File: src/rtl/break_arbiter.sv
// Data-break (DMA) arbiter: picks one of NCH break channels, drives a single
// memory break cycle of MEM_LAT clocks toward ma, then pulses that channel's ack.
module break_arbiter #(
    parameter int unsigned NCH     = 2,
    parameter int unsigned MEM_LAT = 2,
    parameter int unsigned MODE    = 1,
    parameter int unsigned BURST   = 4
) (
    input  logic              clk,
    input  logic              reset,
    input  logic              clear,
    input  logic              break_ok,
    input  logic [NCH-1:0]    req,
    input  logic [15*NCH-1:0] ch_addr,
    input  logic [12*NCH-1:0] ch_wdata,
    input  logic [NCH-1:0]    ch_to_dev,
    input  logic [11:0]       mem_rdata,
    output logic              data_break,
    output logic              to_dev,
    output logic [14:0]       break_addr,
    output logic [11:0]       break_wdata,
    output logic              break_in_prog,
    output logic [NCH-1:0]    ack,
    output logic [11:0]       rdata,
    output logic [2:0]        grant_ch
);

    localparam int unsigned IW = (NCH > 1) ? $clog2(NCH) : 1;
    localparam int unsigned LW = $clog2(MEM_LAT + 1);
    localparam int unsigned BW = $clog2(BURST + 1);

    typedef enum logic [1:0] {
        IDLE  = 2'd0,
        GRANT = 2'd1,
        BREAK = 2'd2,
        ACK   = 2'd3
    } state_t;

    state_t        state;
    logic [IW-1:0] rr_ptr;
    logic [BW-1:0] burst_cnt;
    logic [LW-1:0] lat_cnt;

    logic [IW-1:0]  last_c;
    logic [NCH-1:0] elig_c;
    logic [IW-1:0]  win_c;
    logic           win_valid_c;
    logic [14:0]    win_addr_c;
    logic [11:0]    win_wdata_c;
    logic           win_to_dev_c;
    int             idx;

    // Requesters allowed to compete: the last winner sits out once it has used its burst.
    always_comb begin
        last_c = grant_ch[IW-1:0];
        elig_c = req;
        if (MODE == 1 && burst_cnt >= BW'(BURST)) begin
            if ((req & ~(NCH'(1) << last_c)) != '0) begin
                elig_c[last_c] = 1'b0;
            end
        end
    end

    // Scan from the round-robin pointer (or from 0 in fixed mode); first eligible wins.
    always_comb begin
        win_c       = '0;
        win_valid_c = 1'b0;
        idx         = 0;
        for (int k = int'(NCH) - 1; k >= 0; k--) begin
            idx = (MODE == 1) ? (int'(rr_ptr) + k) % int'(NCH) : k;
            if (elig_c[IW'(idx)]) begin
                win_c       = IW'(idx);
                win_valid_c = 1'b1;
            end
        end
        win_addr_c   = ch_addr[15*int'(win_c) +: 15];
        win_wdata_c  = ch_wdata[12*int'(win_c) +: 12];
        win_to_dev_c = ch_to_dev[win_c];
    end

    always_ff @(posedge clk) begin
        if (reset) begin
            state         <= IDLE;
            rr_ptr        <= '0;
            burst_cnt     <= '0;
            lat_cnt       <= '0;
            data_break    <= 1'b0;
            to_dev        <= 1'b0;
            break_addr    <= '0;
            break_wdata   <= '0;
            break_in_prog <= 1'b0;
            ack           <= '0;
            rdata         <= '0;
            grant_ch      <= '0;
        end else begin
            ack <= '0;
            case (state)
                IDLE: begin
                    if (clear) begin
                        rr_ptr    <= '0;
                        burst_cnt <= '0;
                    end else if (break_ok && win_valid_c) begin
                        state         <= GRANT;
                        grant_ch      <= 3'(win_c);
                        break_addr    <= win_addr_c;
                        break_wdata   <= win_wdata_c;
                        to_dev        <= win_to_dev_c;
                        break_in_prog <= 1'b1;
                        if (MODE == 1) begin
                            rr_ptr <= (win_c == IW'(NCH - 1)) ? '0 : win_c + 1'b1;
                            if (win_c == last_c) begin
                                burst_cnt <= (burst_cnt >= BW'(BURST)) ? burst_cnt
                                                                       : burst_cnt + 1'b1;
                            end else begin
                                burst_cnt <= BW'(1);
                            end
                        end
                    end
                end
                GRANT: begin
                    state      <= BREAK;
                    data_break <= 1'b1;
                    lat_cnt    <= LW'(MEM_LAT);
                end
                BREAK: begin
                    if (lat_cnt == LW'(1)) begin
                        state      <= ACK;
                        data_break <= 1'b0;
                        ack        <= NCH'(1) << grant_ch;
                        if (to_dev) begin
                            rdata <= mem_rdata;
                        end
                    end else begin
                        lat_cnt <= lat_cnt - 1'b1;
                    end
                end
                ACK: begin
                    state         <= IDLE;
                    break_in_prog <= 1'b0;
                end
                default: begin
                    state <= IDLE;
                end
            endcase
        end
    end

endmodule

File: config.mk
export PLATFORM = sky130hd
export DESIGN_NAME = break_arbiter
export DESIGN_NICKNAME = d
export VERILOG_FILES = /design/src/rtl/break_arbiter.sv
export SDC_FILE = /design/constraint.sdc
export NUM_CORES = 1
export LEC_CHECK = 0
export CORE_MARGIN = 10
export CORE_UTILIZATION = 45
export DETAILED_ROUTE_END_ITERATION = 8
export PLACE_DENSITY_LB_ADDON = 0.25
export SETUP_SLACK_MARGIN = 0.15
export SLEW_MARGIN = 20
export SYNTH_ARGS = -nofsm -noshare
export SYNTH_HDL_FRONTEND = slang
export SYNTH_SLANG_ARGS = --single-unit
File: constraint.sdc
create_clock -name clk -period 3.35 [get_ports clk]
set_clock_uncertainty 0.15 [all_clocks]
set_input_delay 0.67 -clock clk [delete_from_list [all_inputs] [get_ports clk]]
set_output_delay 0.67 -clock clk [all_outputs]
set_load 0.02 [all_outputs]
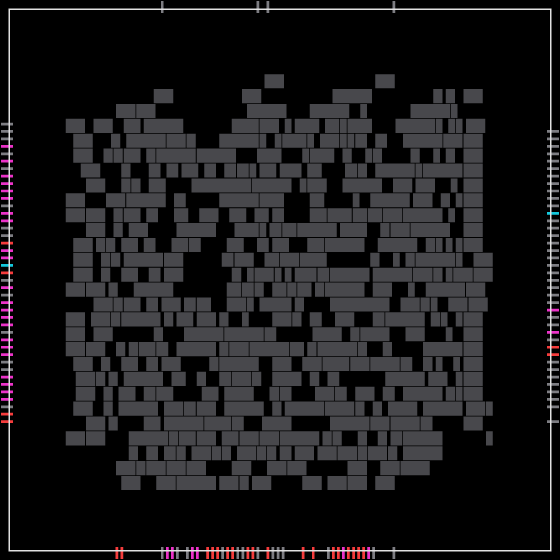
pinout.png
Pins as bars across the die edge, other pins in grey.
legend:
  `ch_addr`:
    colour: magenta
    pins: 30
    direction: input
    edge: 22 west, 6 south, 2 east
  `ch_wdata`:
    colour: red
    pins: 24
    direction: input
    edge: 18 south, 4 west, 2 east
  `req`:
    colour: cyan
    pins: 2
    direction: input
    edge: 1 west, 1 east
all pins by edge: 41 west, 39 east, 37 south, 4 north

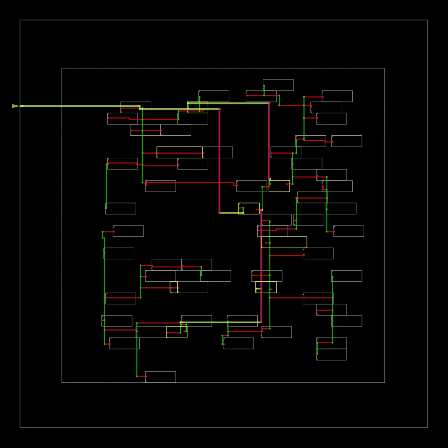
clock_nets.png
flop count: 53
clk_buf instances: 5

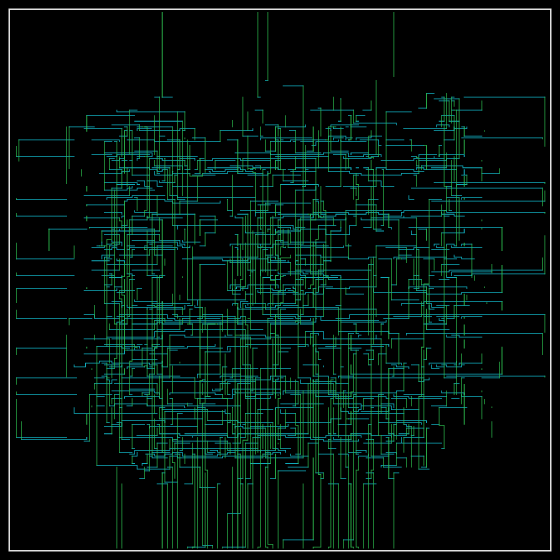
layers.png
Only two layers are drawn.
legend:
  M1:
    colour: cyan
    wire_length: 3690 um
  M2:
    colour: green
    wire_length: 3840 um

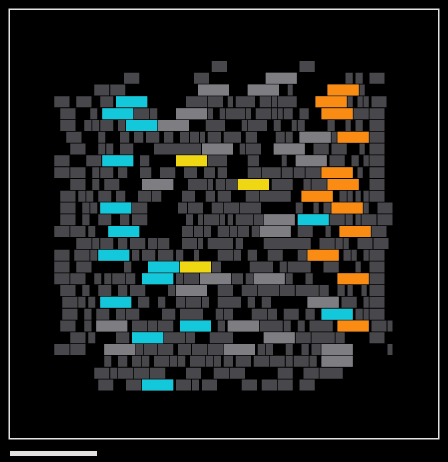
ff_map.png
The bar under the picture is 20 um long. Other sequential cells in the stronger grey, the rest of the logic in the fainter grey.
legend:
  `rdata`:
    colour: orange
    placed_flops: 12
  `break_addr`:
    colour: cyan
    placed_flops: 15
  `burst_cnt`:
    colour: yellow
    placed_flops: 3
not coloured: 23
Reg area: 0.00106 mm2
Seq power: 0.743 mW

## state kept, by name, indices dropped and copies added, names as in the netlist
name and flops:
break_addr 15, break_wdata 12, rdata 12, burst_cnt 3, ack 2, lat_cnt 2, state 2, break_in_prog 1
data_break 1, grant_ch 1, rr_ptr 1, to_dev 1
## final cells by class
cell class	instances	area (um2)
clock buffer	5	68.8
clock inverter	3	65.1
fill	491	1980
inverter	8	30.0
multi-input combinational	216	1430
sequential	53	1060
tap	75	93.8
timing repair buffer	125	1230
## cell families (layout without fill, tap and decap cells)
group           count (synthesis)  in the layout  synth area share
xor+xnor                        1              1           0.00314
flops                          53             53             0.381
simple gates                   87             87             0.162
buf+inv                        48            141             0.110
mux                             1              1           0.00359
compound gates                118            118             0.307
fa+ha+maj                       7              7            0.0314
other cells                     1              2           0.00135
==> Slide: Implementation Results <==
Run Summary

Outcome
  – Outcome: finished clean

Cells and area
  – Post-layout nets: slightly below 500
  – Antenna Cells: 0
  – Final Util: 0.668
  – Most numerous logic cells after layout: clkdlybuf4s50_1 (117), dfxtp_1 (53), nand2_1 (31), nand3_1 (31), o21ai_0 (31)
  – Share of layout cells above drive strength 1: 0.0756
  – Most used logic cell in the final layout: clkdlybuf4s50_1

Final timing
  – Crit share post-route: 0.734
  – Post-route setup TNS: 0 ns
  – Hold Fails Final Rpt: 0
  – Max-slew headroom: 0.656
  – Worst Slack Setup Final: 0.891 ns
  – Max Fclk: 407 MHz
  – Min Tclk post-route: 2.46 ns
  – RSZ-0062 raised after global routing: no

Worst hold path
  – Min-Delay Path Depth: 2
  – Hold Crit Start: rdata[5]
  – WHS Endpoint: rdata[5]

Worst setup path
  – CP max stage cell: clkdlybuf4s50_1
  – Bufs and invs on worst path: 2
  – Worst setup EP type: register
  – Critical Path End: break_wdata[3]
  – CP Data Arrival Time: 2.54 ns
  – Crit-path cells: clkdlybuf4s50_1 -> and3b_1 -> buf_4 -> a31oi_1 -> a311oi_2
  – RR Startpoint: grant_ch[0]
  – Max incr delay on CP: around 0.67 ns
  – FF-to-FF End: to_dev
  – Critical path peak fanout: 26
  – Worst setup SP type: input port
  – Cell family with most CP delay: buffers and inverters
  – Critical path depth in cells: 5

Run
  – Max_cap viols: 0

Clock network
  – CTS tree: built
  – Clock latency on the worst-skew pair: 0.31 ns
  – Post-CTS Resized: 0
  – CTS Sinks: ~53
  – Worst-path clk slew: ~0.10 ns
  – Post-CTS Hold Fix Bufs: 0
  – H-tree Lvls: 2

Die
  – FP Core Util: 0.468
  – Die area: about 0.0097 mm2
  – Ports: 121
  – Die Wd: 98.7 um

Global routing
  – GRT met2 Usage: 0.269
  – Largest net degree at the start of global routing: between 40 and 50
  – GR Overflow Total: 0
  – GR Util met3: 0.0908
  – Initial antenna violation count: 0
  – Vias in the first global route: around 2800
  – Busiest grt layer: met2
  – First-pass GRT wire length: 14100 um
  – Tot GR Track Use: 0.171

Synthesis
  – Count of cell types in the netlist: 45
  – Largest area contributor in the netlist: dfxtp_1
  – Ys Warns: 0
  – Mapped cell area: 0.00279 mm2
  – Most common cell in the synthesized netlist: dfxtp_1
  – Max-area cell share: 0.381
  – Ys async rst share: 0
  – Mapped Cells: between 300 and 400
  – Synth flops: 53
  – Synthesized area per cell: 8.82 um2

Drt
  – Post-route ant nets: 0
  – DR top layer: met4
  – Drt drc: 0
  – Vias: 2775
  – 1st-iter DRT viols: 187
  – First drt pass iteration count: 4
  – Routed met1 length: 3690 um
  – Routed WL: between 8000 and 9000 um

Power and ir drop
  – VDD IR max: 0.341 mV
  – Cell Int Power: 1.30 mW
  – Clock share of power: 0.265
  – Cell Pwr Density: 483 mW/mm2
  – Comb power: 0.668 mW

Placement
  – Port Buf Inserts: 118
  – GPL Wtd Cong: around 0.80
  – Worst slack, placed: 0.599 ns
Power and IR drop assume default switching activity.
